--- config.mk ---
export PLATFORM = sky130hd
export DESIGN_NAME = demux7_sched
export DESIGN_NICKNAME = d
export VERILOG_FILES = /design/src/rtl/demux_pkg.sv /design/src/rtl/rr_pick7.sv /design/src/rtl/demux7_sched.sv
export SDC_FILE = /design/constraint.sdc
export NUM_CORES = 1
export LEC_CHECK = 0
export ABC_AREA = 1
export CAP_MARGIN = 20
export CORE_MARGIN = 4
export CORE_UTILIZATION = 40
export CTS_CLUSTER_DIAMETER = 150
export DETAILED_ROUTE_END_ITERATION = 8
export HOLD_SLACK_MARGIN = 0.12
export PLACE_DENSITY = 0.63
export SLEW_MARGIN = 10
export SYNTH_ARGS = -nofsm -noshare
export SYNTH_HDL_FRONTEND = slang
export SYNTH_SLANG_ARGS = --single-unit
--- constraint.sdc ---
create_clock -name clk -period 3.1 [get_ports clk]
set_input_delay 0.62 -clock clk [delete_from_list [all_inputs] [get_ports clk]]
set_output_delay 0.62 -clock clk [all_outputs]
set_load 0.02 [all_outputs]
--- src/rtl/demux_pkg.sv ---
// -----------------------------------------------------------------------------
// demux_pkg
// Definitions shared by the 1-to-7 demux scheduler and its round-robin finder:
// the FSM state encoding, the channel count and the "park" select code that
// leaves every demux output undriven.
// No ports (package).
// -----------------------------------------------------------------------------
package demux_pkg;

    typedef enum logic {
        ST_IDLE = 1'b0,
        ST_SEND = 1'b1
    } state_e;

    localparam int         NUM_CH   = 7;
    localparam logic [2:0] SEL_PARK = 3'd7;

    // Channel index following g, wrapping 6 -> 0.
    function automatic logic [2:0] next_ch(input logic [2:0] g);
        return (g == 3'd6) ? 3'd0 : g + 3'd1;
    endfunction

endpackage

--- src/rtl/rr_pick7.sv ---
// -----------------------------------------------------------------------------
// rr_pick7
// Combinational round-robin finder over seven channels. Returns the first
// enabled channel at or after ptr_i, wrapping 6 -> 0.
// Ports:
//   mask_i  [6:0] in   per-channel enable
//   ptr_i   [2:0] in   search start index (0..6)
//   grant_o [2:0] out  selected index (SEL_PARK when nothing is enabled)
//   any_o         out  at least one channel is enabled
// -----------------------------------------------------------------------------
module rr_pick7
    import demux_pkg::*;
(
    input  logic [NUM_CH-1:0] mask_i,
    input  logic [2:0]        ptr_i,
    output logic [2:0]        grant_o,
    output logic              any_o
);

    always_comb begin
        grant_o = SEL_PARK;
        any_o   = 1'b0;
        for (int k = 0; k < NUM_CH; k++) begin
            logic [3:0] sum;
            logic [2:0] idx;
            sum = {1'b0, ptr_i} + 4'(k);
            idx = (sum >= 4'd7) ? 3'(sum - 4'd7) : sum[2:0];
            if (!any_o && mask_i[idx]) begin
                grant_o = idx;
                any_o   = 1'b1;
            end
        end
    end

endmodule

--- src/rtl/demux7_sched.sv ---
// -----------------------------------------------------------------------------
// demux7_sched
// Schedules single data bits from a source onto a downstream 1-to-7 demux.
// Each accepted bit is granted to the next enabled channel in round-robin
// order and held on Sel/D until that channel acknowledges, is disabled, or
// the wait exceeds TIMEOUT cycles (counted as a drop).
// Parameters: TIMEOUT (1..255) max SEND cycles, DROP_W drop counter width.
// Ports:
//   clk, rst            clock, synchronous active-high reset
//   in_valid/in_data    source offers a data bit
//   in_ready      out   bit accepted this cycle
//   en_mask [6:0] in    per-channel enable
//   ch_ready[6:0] in    per-channel sink acknowledge
//   Sel     [2:0] out   demux select, 7 = park
//   D             out   demux data
//   done          out   one-cycle pulse on acknowledged transfer
//   drop_cnt      out   saturating count of aborted transfers
// -----------------------------------------------------------------------------
module demux7_sched
    import demux_pkg::*;
#(
    parameter int TIMEOUT = 15,
    parameter int DROP_W  = 8
) (
    input  logic              clk,
    input  logic              rst,
    input  logic              in_valid,
    input  logic              in_data,
    output logic              in_ready,
    input  logic [NUM_CH-1:0] en_mask,
    input  logic [NUM_CH-1:0] ch_ready,
    output logic [2:0]        Sel,
    output logic              D,
    output logic              done,
    output logic [DROP_W-1:0] drop_cnt
);

    // wait_q holds (cycles spent in SEND) - 1, so the last allowed cycle
    // is the one where it equals TIMEOUT-1.
    localparam logic [7:0] WAIT_LAST = 8'(TIMEOUT - 1);

    state_e            state_q, state_d;
    logic [2:0]        ptr_q, ptr_d;
    logic [2:0]        grant_q, grant_d;
    logic              data_q, data_d;
    logic [7:0]        wait_q, wait_d;
    logic [DROP_W-1:0] drop_q, drop_d;

    logic [2:0] pick;
    logic       pick_any;
    logic       ack;
    logic       abort;

    function automatic logic [DROP_W-1:0] sat_inc(input logic [DROP_W-1:0] v);
        return (&v) ? v : v + {{(DROP_W-1){1'b0}}, 1'b1};
    endfunction

    rr_pick7 u_pick (
        .mask_i  (en_mask),
        .ptr_i   (ptr_q),
        .grant_o (pick),
        .any_o   (pick_any)
    );

    always_comb begin
        state_d  = state_q;
        ptr_d    = ptr_q;
        grant_d  = grant_q;
        data_d   = data_q;
        wait_d   = wait_q;
        drop_d   = drop_q;
        in_ready = 1'b0;
        Sel      = SEL_PARK;
        D        = 1'b0;
        done     = 1'b0;
        ack      = 1'b0;
        abort    = 1'b0;

        unique case (state_q)
            ST_IDLE: begin
                // Held low while rst is high so nothing is accepted in a reset cycle.
                in_ready = !rst && pick_any;
                if (in_valid && in_ready) begin
                    data_d  = in_data;
                    grant_d = pick;
                    wait_d  = 8'd0;
                    state_d = ST_SEND;
                end
            end
            ST_SEND: begin
                Sel    = grant_q;
                D      = data_q;
                ack    = ch_ready[grant_q];
                abort  = !en_mask[grant_q] || (wait_q == WAIT_LAST);
                wait_d = wait_q + 8'd1;
                // Ack takes priority over a simultaneous abort condition.
                if (ack) begin
                    done    = !rst;
                    ptr_d   = next_ch(grant_q);
                    state_d = ST_IDLE;
                end else if (abort) begin
                    drop_d  = sat_inc(drop_q);
                    ptr_d   = next_ch(grant_q);
                    state_d = ST_IDLE;
                end
            end
            default: state_d = ST_IDLE;
        endcase
    end

    always_ff @(posedge clk) begin
        if (rst) begin
            state_q <= ST_IDLE;
            ptr_q   <= 3'd0;
            grant_q <= 3'd0;
            wait_q  <= 8'd0;
            drop_q  <= '0;
        end else begin
            state_q <= state_d;
            ptr_q   <= ptr_d;
            grant_q <= grant_d;
            wait_q  <= wait_d;
            drop_q  <= drop_d;
        end
    end

    // Data bit is only observed while in SEND, so it needs no reset.
    always_ff @(posedge clk) begin
        data_q <= data_d;
    end

    assign drop_cnt = drop_q;

endmodule

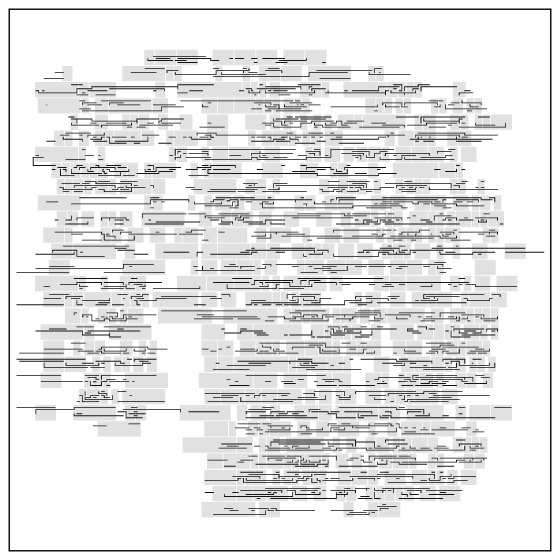
*Met1 routing, run 1*
Cells faint in the background.
main direction	horizontal
nets with wire on the layer	566

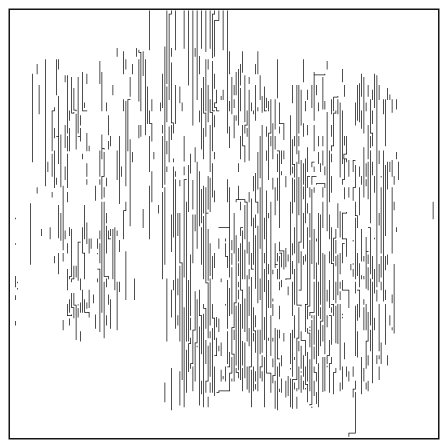
*Metal 2, run 1*
main direction	vertical
nets with wire on the layer	500
wire length on this layer	4,410 um
longest straight run	48.3 um
share of all routed wire	49%

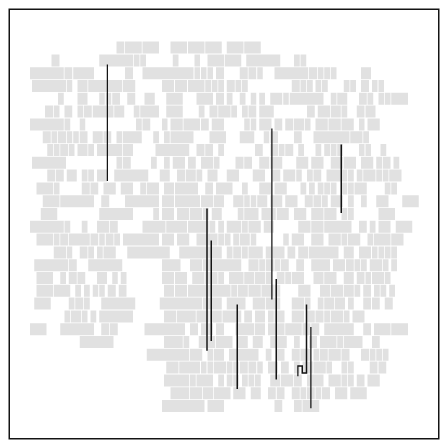
*M4 wires, run 1*
Cells faint in the background.
share of all routed wire	2.2%
wire length on this layer	201 um
main direction	vertical
longest straight run	36.0 um
Post-Route WL: 9.01 mm
Via Count: 3,470

## run 1: registers in the layout, summed over array words and instances, names as in the netlist
register / count
ptr_q: 3
drop_cnt: 8
grant_q: 3
data_q: 1
state_q: 1
wait_q: 8
## run 1: power by group through the flow
stage | clock network (mW) | logic [mW] | registers [mW]
final | 0.190 | 1.06 | 0.346
after global routing | 0.208 | 1.16 | 0.349
after CTS | 0.203 | 0.989 | 0.345
after detailed placement | 0 | 0.904 | 0.349
after global placement | 0 | 0.890 | 0.349
after floorplan | 0 | 0.534 | 0.349
## run 1: cell usage in the layout (no fill, tap or decap), types with 13 or more instances in the layout
cell and instances:
sky130_fd_sc_hd__nand4_1 13, sky130_fd_sc_hd__nand3_1 68, sky130_fd_sc_hd__nor2_1 21, sky130_fd_sc_hd__o21ai_0 19
sky130_fd_sc_hd__buf_4 84, sky130_fd_sc_hd__nand3_2 13, sky130_fd_sc_hd__a21oi_1 15, sky130_fd_sc_hd__inv_1 39
sky130_fd_sc_hd__dfxtp_1 21, sky130_fd_sc_hd__clkdlybuf4s50_1 30, sky130_fd_sc_hd__nand2_2 30, sky130_fd_sc_hd__nand2_1 134
## run 1: final cells by class
class / instances / area, um^2 / area share, %
Clock buffer: 4 / 45.0 / 1.11
Inverter: 54 / 213 / 5.26
Multi-Input combinational cell: 378 / 2210 / 54.6
Sequential cell: 24 / 495 / 12.2
Tap cell: 77 / 96.3 / 2.38
Timing Repair Buffer: 119 / 987 / 24.4
## run 1: tightest hold or removal path, stage by stage, from the launching register on
cell,delay [ps]
sky130_fd_sc_hd__dfxtp_1,340
sky130_fd_sc_hd__nand2_1,70
sky130_fd_sc_hd__a21oi_1,50
==> Implementation_results.wiki, run 1 <==
== Flow metrics ==
{| class="wikitable"
! Metric !! Value
|-
| Net count entering floorplan || 498
|-
| Top post-synthesis cells by area || sky130_fd_sc_hd__nand2_1 20%, sky130_fd_sc_hd__dfxtp_1 17%, sky130_fd_sc_hd__nand3_1 14%
|-
| Post-synthesis sequential element count || 24
|-
| Cells resized by post-CTS repair || between 40 and 50
|-
| Number of buffers inserted by post-CTS setup repair || 10
|-
| Post-route met1 wirelength || about 4 mm
|-
| Critical-path top delay cell || sky130_fd_sc_hd__dfxtp_2
|-
| Min setup slack post-route || -5.06 ps
|-
| HPWL reported at the end of detailed placement || 6.84 mm
|-
| Maximum Capacitance Violations || 0
|-
| Status || finished, violations left
|-
| Floorplan Utilization || a little over two fifths
|-
| Combined buffer and inverter count along the critical path || 3
|-
| Commonest cells in the synthesized netlist || 147 x sky130_fd_sc_hd__nand2_1, 77 x sky130_fd_sc_hd__nand3_1, 46 x sky130_fd_sc_hd__inv_1
|-
| Synthesis-to-layout area growth || 47.0%
|-
| Min cycle time layout || a little over 3000 ps
|-
| Synth Instances || approximately 460
|-
| # setup viols final || 1
|-
| Filler Cells Inserted || 607
|-
| Launching element type of the critical path || flip-flop
|-
| Synthesized area per cell || a little under 6 um^2
|-
| Maximum number of pins on one net before global-route repair || 16
|-
| Data required time of the worst path || between 2000 and 2500 ps
|-
| Failing checks || setup timing
|-
| Number of antenna violations at the first check in global routing || 0
|-
| WHS Path Cells || 2
|-
| Proportion of power drawn by flip-flops and latches || between 20% and 30%
|-
| End of the worst register-to-register path || grant_q[2]
|-
| Compound-cell area share of the yosys netlist || between 10% and 20%
|-
| Final RePlAce weighted congestion || approximately 0.90
|-
| Worst-case clock buffer depth || 2
|-
| Hold_ws || 495 ps
|-
| Count of pins on the block boundary || 32
|}
==> inputs of run 2 (changes only) <==
- REMOVE_ABC_BUFFERS: not set -> 1
==> run 2 against run 1 <==
The run now ends clean. Clock skew decreased by 1.5 ps. Via count decreased by 3.8%. Cell count fell by 1.8%. Register-to-register slack improved by 110 ps. Clock power rose by 12%. First-iteration DRC count is 21% lower. Sequential share of layout area rose by 0.55 points. Area after synthesis is the same. Largest cell class unchanged. Non-clock buffer count shrank 12. Synthesized cell count unchanged. Fmax rose by 1.2%.
==> Implementation_results.wiki, run 2 <==
== Flow metrics ==
{| class="wikitable"
! Metric !! Value
|-
| Post-synthesis sequential element count || 24 (unchanged)
|-
| Min setup slack post-route || 31.5 ps (+36.5 ps)
|-
| Maximum resistive drop on vdd || around 190 uV
|-
| Top post-synthesis cells by area || sky130_fd_sc_hd__nand2_1 20%, sky130_fd_sc_hd__dfxtp_1 17%, sky130_fd_sc_hd__nand3_1 14%
|-
| Max-slew headroom at the worst pin || 66.8%
|-
| # setup viols final || 0 (-1)
|-
| Most instantiated logic cell after routing || sky130_fd_sc_hd__nand2_1
|-
| Data required time of the worst path || 2480 ps (about the same)
|-
| Count of pins on the block boundary || 32 (unchanged)
|-
| Maximum Capacitance Violations || 0 (unchanged)
|-
| Horizontal die dimension || 91.0 um
|-
| Most numerous logic cells after layout || 137 x sky130_fd_sc_hd__nand2_1, 77 x sky130_fd_sc_hd__buf_4, 74 x sky130_fd_sc_hd__nand3_1
|-
| Maximum number of pins on one net before global-route repair || 16 (unchanged)
|-
| Critical-path top delay cell || sky130_fd_sc_hd__fa_2
|-
| Number of antenna violations at the first check in global routing || 0 (unchanged)
|-
| Distinct cell type count of the synthesized netlist || 39
|-
| Post-Route WL || 8.30 mm (-7.9%)
|-
| Via Count || 3,338 (-3.8%)
|-
| Core occupancy in the finished layout || 59.3%
|-
| Proportion of power drawn by flip-flops and latches || 22.7% (+1.0 points)
|-
| Synthesized area per cell || 5.93 um^2 (unchanged)
|-
| HPWL reported at the end of detailed placement || 6.74 mm (-1.5%)
|-
| Worst-case clock buffer depth || 2 (unchanged)
|-
| Min cycle time layout || 3070 ps (-36.5 ps)
|-
| Synth Instances || 464 (unchanged)
|-
| Non-filler cells, final || between 600 and 700
|-
| Commonest cells in the synthesized netlist || 147 x sky130_fd_sc_hd__nand2_1, 77 x sky130_fd_sc_hd__nand3_1, 46 x sky130_fd_sc_hd__inv_1
|-
| Portion of the post-synthesis area used by sequential elements || about 18%
|-
| Hold_ws || 505 ps (+10.6 ps)
|-
| First-pass GRT wire length || approximately 15 mm
|-
| Share of final-layout standard cells stronger than drive strength 1 || between 20 and 30%
|-
| Filler Cells Inserted || 633 (+4.3%)
|-
| Status || completed
|-
| Chip Area || 8270 um^2
|-
| Floorplan Utilization || 42.1% (unchanged)
|-
| Fmax || about 0.33 GHz
|-
| Launching element type of the critical path || flip-flop
|-
| Synthesis-to-layout area growth || 40.7%
|}
-- run 2: cell counts after synthesis --
No cell type changed its count.
-- run 2: metal layers --
metal	vias to the layer above	routed length, um	share of wire [%]
met3	19	401	4.8
met4	0	166	2.0
met5	-	0	0
met2	72	3850	46
li1	1748	-	-
met1	1499	3880	47
-- run 2: timing repair --
item,in CTS,in global routing
gates resized,13,33
gates cloned,0,0
setup buffers,1,3
endpoints found under the setup margin,1,1
pin swaps,1,14
-- run 2: power groups by stage --
stage	Sequential [mW]	Clock [mW]	Combinational [mW]
final	0.345	0.212	0.963
after CTS	0.344	0.219	0.915
after global placement	0.351	0	0.885
after detailed placement	0.350	0	0.898
after floorplan	0.356	0	0.512
after global routing	0.348	0.233	1.07
-- run 2: final timing paths --
| path | endpoint | slack (ps) | cells past startpoint | from |
|---|---|---|---|---|
| setup / recovery | in_ready | 30 | 17 | ptr_q[1] |
| hold / removal | drop_cnt[6] | 510 | 1 | drop_cnt[6] |
| setup reg to reg | grant_q[0] | 400 | 17 | ptr_q[1] |
| hold reg to reg | drop_cnt[6] | 510 | 1 | drop_cnt[6] |
-- run 2: layout make-up --
| cell class | count | area, um^2 | area share (%) |
|---|---|---|---|
| multi-input cells | 378 | 2140 | 55.3 |
| inverters | 54 | 206 | 5.33 |
| repair buffers | 107 | 878 | 22.7 |
| clock buffers | 4 | 55.1 | 1.42 |
| flip-flops and latches | 24 | 495 | 12.8 |
| well taps | 77 | 96.3 | 2.49 |
-- run 2: cells by family (layout without fill, tap and decap cells) --
group	count (synthesis)	count (layout)	synth area share [%]
buffers and inverters	62	165	9.45
AND/OR/NAND/NOR	303	303	52.5
AND-OR/OR-AND	56	56	11.7
flip-flops	24	24	17.8
adder cells (fa/ha/maj)	16	16	7.55
XOR/XNOR	3	3	0.955
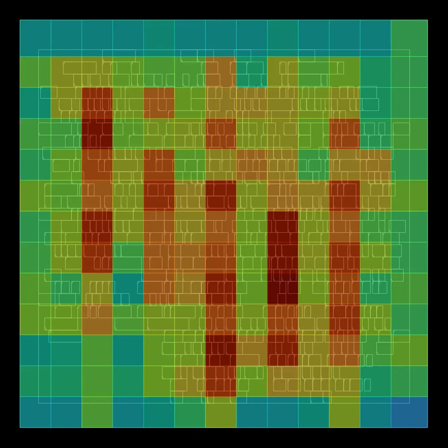
*Congestion heat map, run 2*
met2 layer usage reported by global route: 34.5%
GR Util met1: 28.2%
Routed wire per std cell: 12.9 um
met3 layer usage reported by global route: 2.73%

Power figures rest on the tool's default switching activity, not on a simulated workload.
